Fig. 1: logic cells by family
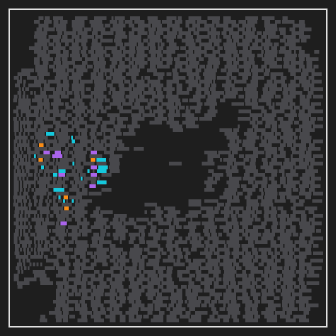
Fig. 2: sequential cells grouped by signal name
Scale bar: 50 um. Other sequential cells in the stronger grey, the rest of the logic in the fainter grey.
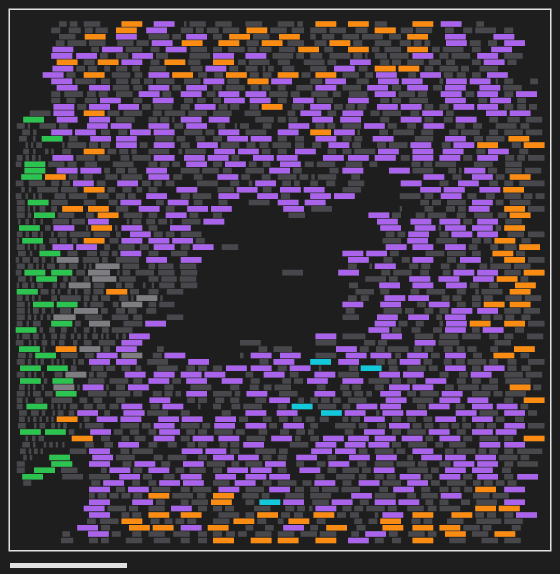
Fig. 3: routing congestion
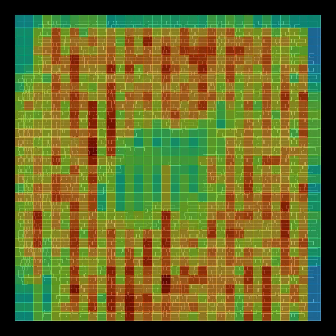
Fig. 4: port wiring
Scale bar: 50 um.
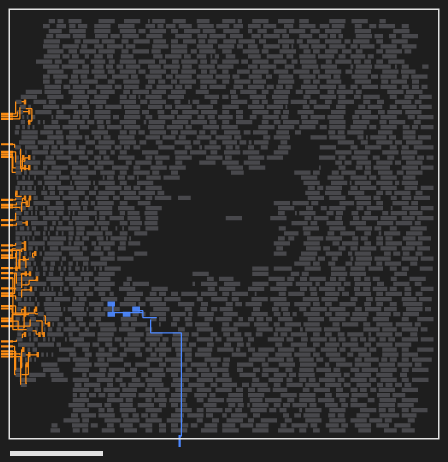
**src/rtl/mem_issue_queue_pkg.sv**
```systemverilog
// mem_issue_queue_pkg: shared core constants for the memory issue queue (bhw codes, default tag width/latency, FSM states).
package mem_issue_queue_pkg;
  localparam int TAG_W_DEF = 5;
  localparam int LAT_DEF = 2;
  typedef enum logic [2:0] {
    BHW_B  = 3'b000,
    BHW_H  = 3'b001,
    BHW_W  = 3'b010,
    BHW_BU = 3'b100,
    BHW_HU = 3'b101
  } bhw_e;
  localparam logic [1:0] ST_IDLE = 2'd0;
  localparam logic [1:0] ST_BUSY = 2'd1;
  localparam logic [1:0] ST_DONE = 2'd2;
endpackage

```
**src/rtl/mem_iq_fifo.sv**
```systemverilog
// mem_iq_fifo: in-order storage for queued memory ops with wrapping pointers and occupancy count.
module mem_iq_fifo #(
  parameter int DEPTH = 4,
  parameter int W = 8
) (
  input  logic                     clk,
  input  logic                     rst,
  input  logic                     flush,
  input  logic                     push,
  input  logic                     pop,
  input  logic [W-1:0]             wdata,
  output logic [W-1:0]             rdata,
  output logic [$clog2(DEPTH):0]   count,
  output logic                     empty
);
  localparam int AW = $clog2(DEPTH);
  logic [W-1:0] mem_q [DEPTH];
  logic [AW-1:0] wr_q, rd_q;
  logic [AW:0] cnt_q;
  assign rdata = mem_q[rd_q];
  assign count = cnt_q;
  assign empty = cnt_q == '0;
  // power-of-two depth lets the pointers wrap by natural overflow
  always_ff @(posedge clk or negedge rst) begin
    if (!rst) begin
      for (int i = 0; i < DEPTH; i++) mem_q[i] <= '0;
      wr_q <= '0;
      rd_q <= '0;
      cnt_q <= '0;
    end else if (flush) begin
      wr_q <= '0;
      rd_q <= '0;
      cnt_q <= '0;
    end else begin
      if (push) begin
        mem_q[wr_q] <= wdata;
        wr_q <= wr_q + AW'(1);
      end
      if (pop) rd_q <= rd_q + AW'(1);
      cnt_q <= cnt_q + (AW+1)'(push) - (AW+1)'(pop);
    end
  end
endmodule

```
**src/rtl/mem_issue_queue.sv**
```systemverilog
// mem_issue_queue: in-order memory op queue issuing one op at a time to a fixed-latency memory FU.
// Define MEM_IQ_BYPASS_EN to let an op arriving at an empty, free queue issue in its accept cycle.
module mem_issue_queue
  import mem_issue_queue_pkg::*;
#(
  parameter int DEPTH = 4,
  parameter int TAG_W = TAG_W_DEF,
  parameter int LAT = LAT_DEF
) (
  input  logic                   clk,
  input  logic                   rst,
  input  logic                   in_valid,
  output logic                   in_ready,
  input  logic                   in_mem_w,
  input  logic [2:0]             in_bhw,
  input  logic [31:0]            in_rs1,
  input  logic [31:0]            in_rs2,
  input  logic [31:0]            in_imm,
  input  logic [TAG_W-1:0]       in_tag,
  output logic                   fu_en,
  output logic                   fu_mem_w,
  output logic [2:0]             fu_bhw,
  output logic [31:0]            fu_rs1,
  output logic [31:0]            fu_rs2,
  output logic [31:0]            fu_imm,
  input  logic [31:0]            fu_data,
  output logic                   wb_valid,
  input  logic                   wb_ready,
  output logic [TAG_W-1:0]       wb_tag,
  output logic [31:0]            wb_data,
  output logic                   wb_is_store,
  input  logic                   flush,
  output logic [$clog2(DEPTH):0] count
);
  localparam int CW = $clog2(DEPTH) + 1;
  localparam int FW = 100;
  localparam int W = FW + TAG_W;
  logic [W-1:0] in_ent, head, src;
  logic [FW-1:0] fu_q, fu_d;
  logic [1:0] state_q, state_d;
  logic [2:0] cnt_q, cnt_d;
  logic [31:0] data_q, data_d;
  logic [TAG_W-1:0] tag_q, tag_d;
  logic st_q, st_d, wbv_q, wbv_d;
  logic empty, accept, slot, issue_h, byp, issue, push, done;
  assign in_ent = {in_mem_w, in_bhw, in_rs1, in_rs2, in_imm, in_tag};
  assign in_ready = count < CW'(DEPTH);
  assign accept = state_q == ST_DONE && wb_ready;
  assign slot = state_q == ST_IDLE || accept;
  assign issue_h = slot && !empty && !flush;
`ifdef MEM_IQ_BYPASS_EN
  assign byp = rst && slot && empty && in_valid && !flush;
`else
  assign byp = 1'b0;
`endif
  assign issue = issue_h || byp;
  assign push = in_valid && in_ready && !byp;
  assign src = byp ? in_ent : head;
  assign done = state_q == ST_BUSY && cnt_q == 3'd1;
  assign fu_en = issue;
  assign {fu_mem_w, fu_bhw, fu_rs1, fu_rs2, fu_imm} = issue ? src[W-1:TAG_W] : fu_q;
  assign wb_valid = wbv_q;
  assign wb_tag = tag_q;
  assign wb_data = data_q;
  assign wb_is_store = st_q;
  mem_iq_fifo #(.DEPTH(DEPTH), .W(W)) u_fifo (
    .clk(clk), .rst(rst), .flush(flush), .push(push), .pop(issue_h),
    .wdata(in_ent), .rdata(head), .count(count), .empty(empty)
  );
  // tag and store flag only change on issue, which in DONE requires acceptance first
  always_comb begin
    state_d = flush ? ST_IDLE : issue ? ST_BUSY : done ? ST_DONE : accept ? ST_IDLE : state_q;
    cnt_d = issue ? 3'(LAT) : state_q == ST_BUSY ? cnt_q - 3'd1 : cnt_q;
    fu_d = issue ? src[W-1:TAG_W] : fu_q;
    tag_d = issue ? src[TAG_W-1:0] : tag_q;
    st_d = issue ? src[W-1] : st_q;
    wbv_d = flush ? 1'b0 : done ? 1'b1 : accept ? 1'b0 : wbv_q;
    data_d = done ? (st_q ? 32'd0 : fu_data) : data_q;
  end
  always_ff @(posedge clk or negedge rst) begin
    if (!rst) begin
      state_q <= ST_IDLE;
      cnt_q <= '0;
      fu_q <= '0;
      tag_q <= '0;
      st_q <= 1'b0;
      wbv_q <= 1'b0;
      data_q <= '0;
    end else begin
      state_q <= state_d;
      cnt_q <= cnt_d;
      fu_q <= fu_d;
      tag_q <= tag_d;
      st_q <= st_d;
      wbv_q <= wbv_d;
      data_q <= data_d;
    end
  end
endmodule

```
**config.mk**
```make
export PLATFORM = sky130hd
export DESIGN_NAME = mem_issue_queue
export DESIGN_NICKNAME = d
export VERILOG_FILES = /design/src/rtl/mem_issue_queue_pkg.sv /design/src/rtl/mem_iq_fifo.sv /design/src/rtl/mem_issue_queue.sv
export SDC_FILE = /design/constraint.sdc
export NUM_CORES = 1
export LEC_CHECK = 0
export CELL_PAD_IN_SITES_DETAIL_PLACEMENT = 1
export CELL_PAD_IN_SITES_GLOBAL_PLACEMENT = 1
export CORE_MARGIN = 2
export CORE_UTILIZATION = 47
export DETAILED_ROUTE_END_ITERATION = 6
export GPL_ROUTABILITY_DRIVEN = 0
export PLACE_DENSITY = 0.86
export SYNTH_ARGS = -nofsm -noshare
export SYNTH_HDL_FRONTEND = slang
export SYNTH_SLANG_ARGS = --single-unit
```
**constraint.sdc**
```tcl
create_clock -name clk -period 2.99 [get_ports clk]
set_input_delay 0.299 -clock clk [delete_from_list [all_inputs] [get_ports clk]]
set_output_delay 0.299 -clock clk [all_outputs]
set_load 0.1 [all_outputs]
```
==> flow_metrics.env <==
# source this file to load flow results
export IMPL_vias=13800
export IMPL_syn_area_per_cell_um2=16.5
export IMPL_edf_count=0
export IMPL_critPathSlowestCell="dfrtp_2"
export IMPL_status="finished clean"
export IMPL_dp_cells=2361
export IMPL_place_hpwl_um=38800
export IMPL_crit_required_ns=2.69
export IMPL_setup_ws_ns=0.0246
export IMPL_critical_path_class="flop to output pin"
export IMPL_core_region_area_um2=50400
export IMPL_ff_type="dfrtp_1"
export IMPL_synthArstFlopShare_pct=100
export IMPL_fmax_mhz=337
export IMPL_fin_nets=1924
export IMPL_fin_crit_sh_pct=99.2
export IMPL_postCtsSetupRepairBufs=7
export IMPL_critical_path_endpoint_type="output pin"
export IMPL_slew_viol_final=0
About Fig. 1:
- orange: xor and xnor cells (cells 5; where west)
- purple: fa/ha/maj cells (cells 9; where west)
- cyan: nor cells (cells 18; where west)
final std cells w/o fill: 2,498
Commonest Layout Cell: dfrtp_1

About Fig. 2:
- purple: `u_fifo.mem_q` (flops 420; where spread over the die)
- orange: `fu_q` (flops 100; where spread over the die)
- cyan: `wb_tag` (flops 5; where south)
- green: `wb_data` (flops 32)
- not coloured: 14

About Fig. 3:
GRT met2 Usage: 44.3%
Layout Utilization: 61.8%
Routed WL per cell: 26.2 um
Global Route met1 Usage: 29.7%

About Fig. 4:
- blue: `in_mem_w` (direction input; edge south; end cells 4; buffers 1; wire 116 um)
- orange: `fu_data` (direction input; edge west; end cells 32; buffers 32; wire 519 um)
I/O Buffers: 285
IO Count: 286

## flip-flops by register name, indices dropped and copies added (netlist names)
register and count:
u_fifo.count 3, wb_tag 5, u_fifo.rd_q 2, wb_data 32, u_fifo.wr_q 2, u_fifo.mem_q 420
cnt_q 3, wb_is_store 1, fu_q 100, state_q 2, wb_valid 1
## final timing paths
| check | slack [ns] | start | end | cells after the start |
|---|---|---|---|---|
| hold / removal | 0.22 | rst | fu_q[90] | 2 |
| setup / recovery | 0.02 | state_q[1] | fu_rs2[11] | 7 |
| max in group asynchronous | 1.73 | rst | u_fifo.mem_q[276] | 4 |
| setup reg to reg | 0.52 | u_fifo.count[1] | u_fifo.count[2] | 11 |
| hold reg to reg | 0.48 | u_fifo.mem_q[179] | u_fifo.mem_q[179] | 1 |
| min in group clk | 0.24 | fu_data[7] | wb_data[7] | 3 |
